===== src/rtl/gpr_file_sb_pkg.sv =====
// Shared sizing defaults and width helpers for the GPR file with scoreboard.
package gpr_file_sb_pkg;

  localparam int WORD_SIZE_DEF = 16;
  localparam int NUM_REGS_DEF  = 4;

  function automatic int addr_width(input int n);
    return (n > 1) ? $clog2(n) : 1;
  endfunction

  function automatic int cnt_width(input int n);
    return $clog2(n + 1);
  endfunction

endpackage


===== src/rtl/gpr_file_sb_if.sv =====
// Decode/writeback bus of the GPR file: two read ports, issue request, writeback, status.
interface gpr_file_sb_if
  import gpr_file_sb_pkg::*;
#(
  parameter int WORD_SIZE = WORD_SIZE_DEF,
  parameter int NUM_REGS  = NUM_REGS_DEF
);
  localparam int ADDR_W = addr_width(NUM_REGS);
  localparam int CNT_W  = cnt_width(NUM_REGS);

  logic [ADDR_W-1:0]    rs1_addr;
  logic [ADDR_W-1:0]    rs2_addr;
  logic                 rs1_used;
  logic                 rs2_used;
  logic [WORD_SIZE-1:0] rs1_data;
  logic [WORD_SIZE-1:0] rs2_data;
  logic                 rs1_busy;
  logic                 rs2_busy;
  logic                 stall;
  logic                 issue_en;
  logic [ADDR_W-1:0]    issue_addr;
  logic                 issue_ready;
  logic                 wr_en;
  logic [ADDR_W-1:0]    wr_addr;
  logic [WORD_SIZE-1:0] wr_data;
  logic [CNT_W-1:0]     pending_cnt;

  modport master (
    output rs1_addr, rs2_addr, rs1_used, rs2_used,
    output issue_en, issue_addr, wr_en, wr_addr, wr_data,
    input  rs1_data, rs2_data, rs1_busy, rs2_busy, stall, issue_ready, pending_cnt
  );

  modport slave (
    input  rs1_addr, rs2_addr, rs1_used, rs2_used,
    input  issue_en, issue_addr, wr_en, wr_addr, wr_data,
    output rs1_data, rs2_data, rs1_busy, rs2_busy, stall, issue_ready, pending_cnt
  );

endinterface


===== src/rtl/gpr_file_sb_scoreboard.sv =====
// Busy-bit scoreboard: per-register pending-write flags, issue acceptance and pending count.
module gpr_scoreboard
  import gpr_file_sb_pkg::*;
#(
  parameter int NUM_REGS = NUM_REGS_DEF,
  parameter int ADDR_W   = addr_width(NUM_REGS),
  parameter int CNT_W    = cnt_width(NUM_REGS),
  parameter int ZERO_R0  = 0
) (
  input  logic                clk,
  input  logic                reset_n,
  input  logic                issue_en,
  input  logic [ADDR_W-1:0]   issue_addr,
  input  logic                wr_en,
  input  logic [ADDR_W-1:0]   wr_addr,
  output logic [NUM_REGS-1:0] busy,
  output logic                issue_ready,
  output logic [CNT_W-1:0]    pending_cnt
);

  logic [NUM_REGS-1:0] set_vec;
  logic [NUM_REGS-1:0] clr_vec;
  logic [NUM_REGS-1:0] busy_nxt;
  logic                cnt_inc;
  logic                cnt_dec;

  // A writeback to the issuing destination frees it in the same cycle, so the
  // new producer may claim it immediately and its set overrides the clear.
  always_comb begin
    set_vec     = '0;
    clr_vec     = '0;
    issue_ready = !busy[issue_addr] || (wr_en && wr_addr == issue_addr) ||
                  (ZERO_R0 != 0 && issue_addr == '0);
    if (issue_en && issue_ready && !(ZERO_R0 != 0 && issue_addr == '0))
      set_vec[issue_addr] = 1'b1;
    if (wr_en && !(ZERO_R0 != 0 && wr_addr == '0))
      clr_vec[wr_addr] = 1'b1;
    busy_nxt = (busy & ~clr_vec) | set_vec;
    cnt_inc  = |(set_vec & ~busy);
    cnt_dec  = |(clr_vec & busy & ~set_vec);
  end

  always_ff @(posedge clk or negedge reset_n) begin
    if (!reset_n) begin
      busy        <= '0;
      pending_cnt <= '0;
    end else begin
      busy <= busy_nxt;
      case ({cnt_inc, cnt_dec})
        2'b10:   pending_cnt <= pending_cnt + CNT_W'(1);
        2'b01:   pending_cnt <= pending_cnt - CNT_W'(1);
        default: pending_cnt <= pending_cnt;
      endcase
    end
  end

endmodule


===== src/rtl/gpr_file_sb.sv =====
// Register file with two combinational read ports, optional write-through bypass and busy scoreboard.
module gpr_file_sb
  import gpr_file_sb_pkg::*;
#(
  parameter int WORD_SIZE = WORD_SIZE_DEF,
  parameter int NUM_REGS  = NUM_REGS_DEF,
  parameter int ADDR_W    = addr_width(NUM_REGS),
  parameter int BYPASS    = 1,
  parameter int ZERO_R0   = 0
) (
  input logic          clk,
  input logic          reset_n,
  gpr_file_sb_if.slave bus
);

  localparam int CNT_W = cnt_width(NUM_REGS);

  logic [WORD_SIZE-1:0] regs [NUM_REGS];
  logic [NUM_REGS-1:0]  busy;
  logic                 issue_ready;
  logic [CNT_W-1:0]     pending_cnt;
  logic                 wr_ok;
  logic [ADDR_W-1:0]    rd_addr [2];
  logic [WORD_SIZE-1:0] rd_data [2];
  logic                 rd_busy [2];

  gpr_scoreboard #(
    .NUM_REGS (NUM_REGS),
    .ADDR_W   (ADDR_W),
    .CNT_W    (CNT_W),
    .ZERO_R0  (ZERO_R0)
  ) u_sb (
    .clk         (clk),
    .reset_n     (reset_n),
    .issue_en    (bus.issue_en),
    .issue_addr  (bus.issue_addr),
    .wr_en       (bus.wr_en),
    .wr_addr     (bus.wr_addr),
    .busy        (busy),
    .issue_ready (issue_ready),
    .pending_cnt (pending_cnt)
  );

  assign wr_ok = bus.wr_en && !(ZERO_R0 != 0 && bus.wr_addr == '0);

  always_ff @(posedge clk or negedge reset_n) begin
    if (!reset_n) begin
      for (int i = 0; i < NUM_REGS; i++) regs[i] <= '0;
    end else if (wr_ok) begin
      regs[bus.wr_addr] <= bus.wr_data;
    end
  end

  assign rd_addr[0] = bus.rs1_addr;
  assign rd_addr[1] = bus.rs2_addr;

  // Hardwired R0 takes precedence over the bypass so a write to R0 never leaks out.
  always_comb begin
    for (int p = 0; p < 2; p++) begin
      rd_data[p] = regs[rd_addr[p]];
      rd_busy[p] = busy[rd_addr[p]];
      if (ZERO_R0 != 0 && rd_addr[p] == '0) begin
        rd_data[p] = '0;
        rd_busy[p] = 1'b0;
      end else if (BYPASS != 0 && bus.wr_en && bus.wr_addr == rd_addr[p]) begin
        rd_data[p] = bus.wr_data;
        rd_busy[p] = 1'b0;
      end
    end
  end

  assign bus.rs1_data    = rd_data[0];
  assign bus.rs2_data    = rd_data[1];
  assign bus.rs1_busy    = rd_busy[0];
  assign bus.rs2_busy    = rd_busy[1];
  assign bus.stall       = (bus.rs1_used & rd_busy[0]) | (bus.rs2_used & rd_busy[1]);
  assign bus.issue_ready = issue_ready;
  assign bus.pending_cnt = pending_cnt;

endmodule

===== src/flat_wrapper.sv =====
// flat-port wrapper written by rule: the top's interface ports become plain ports
module gpr_file_sb_flat import gpr_file_sb_pkg::*;
#(
  parameter int WORD_SIZE = WORD_SIZE_DEF,
  parameter int NUM_REGS  = NUM_REGS_DEF,
  parameter int ADDR_W    = addr_width(NUM_REGS),
  parameter int BYPASS    = 1,
  parameter int ZERO_R0   = 0
)
  (clk, reset_n, bus_rs1_addr, bus_rs2_addr, bus_rs1_used, bus_rs2_used, bus_issue_en, bus_issue_addr, bus_wr_en, bus_wr_addr, bus_wr_data, bus_rs1_data, bus_rs2_data, bus_rs1_busy, bus_rs2_busy, bus_stall, bus_issue_ready, bus_pending_cnt);
  gpr_file_sb_if #(.WORD_SIZE(WORD_SIZE), .NUM_REGS(NUM_REGS)) bus_i ();
  input logic clk;
  input logic reset_n;
  input wire logic [$bits(bus_i.rs1_addr)-1:0] bus_rs1_addr;
  input wire logic [$bits(bus_i.rs2_addr)-1:0] bus_rs2_addr;
  input wire logic [$bits(bus_i.rs1_used)-1:0] bus_rs1_used;
  input wire logic [$bits(bus_i.rs2_used)-1:0] bus_rs2_used;
  input wire logic [$bits(bus_i.issue_en)-1:0] bus_issue_en;
  input wire logic [$bits(bus_i.issue_addr)-1:0] bus_issue_addr;
  input wire logic [$bits(bus_i.wr_en)-1:0] bus_wr_en;
  input wire logic [$bits(bus_i.wr_addr)-1:0] bus_wr_addr;
  input wire logic [$bits(bus_i.wr_data)-1:0] bus_wr_data;
  output wire logic [$bits(bus_i.rs1_data)-1:0] bus_rs1_data;
  output wire logic [$bits(bus_i.rs2_data)-1:0] bus_rs2_data;
  output wire logic [$bits(bus_i.rs1_busy)-1:0] bus_rs1_busy;
  output wire logic [$bits(bus_i.rs2_busy)-1:0] bus_rs2_busy;
  output wire logic [$bits(bus_i.stall)-1:0] bus_stall;
  output wire logic [$bits(bus_i.issue_ready)-1:0] bus_issue_ready;
  output wire logic [$bits(bus_i.pending_cnt)-1:0] bus_pending_cnt;
  assign bus_i.rs1_addr = bus_rs1_addr;
  assign bus_i.rs2_addr = bus_rs2_addr;
  assign bus_i.rs1_used = bus_rs1_used;
  assign bus_i.rs2_used = bus_rs2_used;
  assign bus_i.issue_en = bus_issue_en;
  assign bus_i.issue_addr = bus_issue_addr;
  assign bus_i.wr_en = bus_wr_en;
  assign bus_i.wr_addr = bus_wr_addr;
  assign bus_i.wr_data = bus_wr_data;
  assign bus_rs1_data = bus_i.rs1_data;
  assign bus_rs2_data = bus_i.rs2_data;
  assign bus_rs1_busy = bus_i.rs1_busy;
  assign bus_rs2_busy = bus_i.rs2_busy;
  assign bus_stall = bus_i.stall;
  assign bus_issue_ready = bus_i.issue_ready;
  assign bus_pending_cnt = bus_i.pending_cnt;
  gpr_file_sb #(.WORD_SIZE(WORD_SIZE), .NUM_REGS(NUM_REGS), .ADDR_W(ADDR_W), .BYPASS(BYPASS), .ZERO_R0(ZERO_R0)) u_core (.clk(clk), .reset_n(reset_n), .bus(bus_i));
endmodule

===== config.mk =====
export PLATFORM = sky130hd
export DESIGN_NAME = gpr_file_sb_flat
export DESIGN_NICKNAME = d
export VERILOG_FILES = /design/src/rtl/gpr_file_sb_pkg.sv /design/src/rtl/gpr_file_sb_if.sv /design/src/rtl/gpr_file_sb_scoreboard.sv /design/src/rtl/gpr_file_sb.sv /design/src/flat_wrapper.sv
export SDC_FILE = /design/constraint.sdc
export NUM_CORES = 1
export LEC_CHECK = 0
export CORE_UTILIZATION = 58
export CTS_CLUSTER_DIAMETER = 30
export DETAILED_ROUTE_END_ITERATION = 10
export PLACE_DENSITY = 0.91
export SLEW_MARGIN = 40
export SYNTH_ARGS = -nofsm -noshare
export SYNTH_HDL_FRONTEND = slang
export SYNTH_SLANG_ARGS = --single-unit

===== constraint.sdc =====
create_clock -name clk -period 4.1 [get_ports clk]
set_input_delay 0.82 -clock clk [delete_from_list [all_inputs] [get_ports clk]]
set_output_delay 0.82 -clock clk [all_outputs]
set_load 0.03 [all_outputs]

==> results.tsv <==
metric	value	unit
grt_use_met3	4.10	%
worst_pin_slew	653	ps
p_int	1640	uW
dp_hpwl	6000	um
hold_viol_final	0	
cts_setup_buffers	0	
fa_ha_area_share	0.784	%
seq_cells	71	
p_clk_share	19.7	%
syn_area	4150	um^2
cp_cell_sequence	clkdlybuf4s50_1, inv_1, or3_1, buf_4, mux2_2, clkdlybuf4s50_1	
yosys_cells	270	
portBuffers	68	
nonClockBufferCount	84	
cp_max_fo	11	
cp.required	3280	ps
seqCellArea	1780	um^2
yosysWarnings	0	
top_layer	met4	
nets	378	
endpoint	bus_rs1_data[3]	
avgSynthCellArea	15.4	um^2
design_area	5130	um^2
final.min_clock_period	3880	ps
grt_use_met2	43.8	%
die_height	86.6	um
clk_latency	330	ps
drtIter0Drc	175	
p_switching	807	uW
p_seq_share	39.1	%
largest_register_ffs	64	
synth_nets	302	
simple_gate_share	2.62	%
comb.multi_input.count	173	
whs	421	ps
layout.clock.cell_area_share	3.20	%
drt_wl_total	8970	um
cts.reportedPaths.clkPinSlew	70	ps
final_cell_mix	mux2_2 (87), dfrtp_1 (71), clkdlybuf4s50_1 (67)	
n_antenna_cell	0	
place_area	4960	um^2
top_area_cell	dfrtp_1	
tap_cells	96	
cp.depth	6	
gp_congestion	0.882	
clock-root-buffer	clkbuf_8	
r2r_slack	1980	ps
chipArea	7500	um^2
p_sw_share	33.0	%
grt_pass1_vias	2797	
synth.top_cell.area_share	42.8	%
clkbuf_count	13	
min_path_type	input port to asynchronous set/reset pin	
inverters_excl_clock	7	
peakVddDrop	0.259	mV
antenna_found_initial	0	
r2r_start	u_core.u_sb.busy[2]	
slowest_delay	670	ps
fmax	258	MHz
skew	3.28	ps
crit_slowest_cell	clkdlybuf4s50_1	
topCellsByArea	dfrtp_1 (43%), mux2_2 (24%), mux4_2 (19%), mux2_4 (3.6%), xor2_1 (1.3%)	
relSlewSlack	56.5	%
synth_cell_types	33	
ys_sh_aoi	1.90	%
placed_cells	431	
synth_chip_area	4150	um^2
top_regs	u_core.regs x64, u_core.u_sb.busy x4, u_core.u_sb.pending_cnt x3	
crit_start	bus_wr_en	
ys_top_logic_family	multiplexers	
grt_max_degree	53	
common_cells	mux2_2 (87), dfrtp_1 (71), mux4_2 (35)	
htreeDepth	3	
worst_setup_path_end_kind	output port	
num_vias	2695	
overflow	0	
placementRows	30	
drc_errors	0	
combPwrFrac	41.2	%
grt-busiest-layer	met2	
ys.flops	71	
ys_sh_mux	46.2	%
bufAreaShareNonClock	16.0	%
reg2reg_depth	8	
crit_type	input port to output port	
drtAntennaViolNets	0	
tns	0	ps
ff_type	dfrtp_1	
crit_top_cell	clkdlybuf4s50_1	
cts_tree	yes	
wl_met3	389	um
cts_resized	0	
top_register	u_core.regs	
status	finished, final reports clean	
final_cells	445	
n_fill_cell	426	
comb_area_share	43.3	%
power-top-group	combinational logic	
coreArea	6870	um^2
edf_count	0	
io_pins	69	
biggestCellCategory	logic gates	
drt-met1-wl	3820	um
p_per_area	477	nW/um^2
wl_met2	4610	um
xor_area_share	1.90	%
crit_family	buffers and inverters	
wl_per_cell	20.1	um
pre_cts_slack	215	ps
cts_buffers	9	
yosysSeqAreaShare	42.8	%
grt_pass1_wl	14600	um
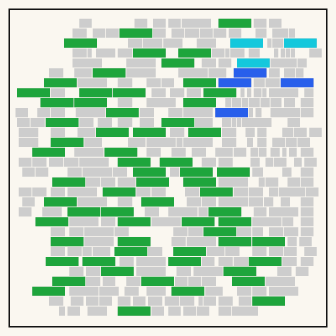
Fig. 1. Where the registers sit.
Other cells in gray.
[green] `u_core.regs` | flops: 64
[blue] `u_core.u_sb.busy` | flops: 4 | where: top right
[cyan] `u_core.u_sb.pending_cnt` | flops: 3

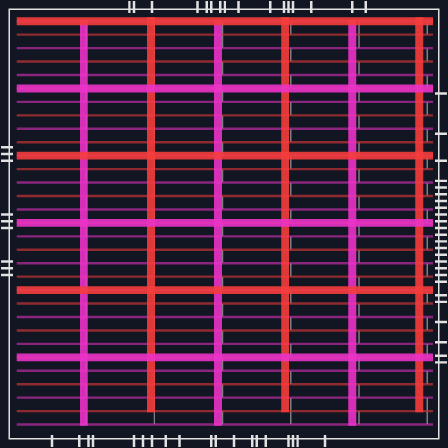
Fig. 2. Power grid.
Pins as bars on the die edge. Tap cells in gray.
[magenta] VSS
[red] VDD
rows: 30
tap cells: 96
met4 straps: 6

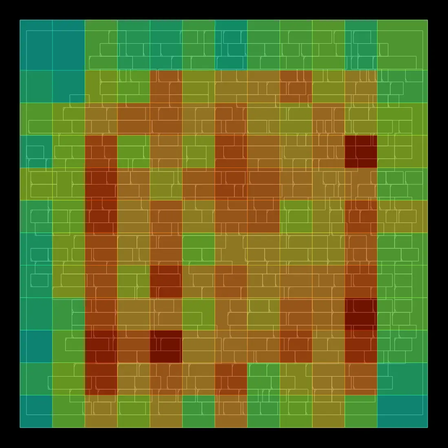
Fig. 3. Track usage over the die.
met1 usage: 36.3%
Overall Global Routing Usage: 26.7%

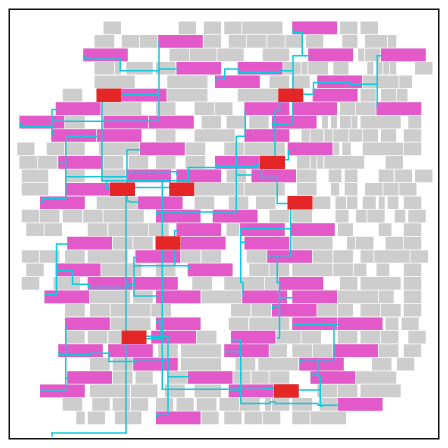
Fig. 4. Routed clock nets over the placement.
[magenta] flip-flops | count: 71
[red] clock-net drivers | count: 9
[cyan] clock wires | length: 818 um
routed clock nets: 10

Power figures rest on the tool's default switching activity, not on a simulated workload.
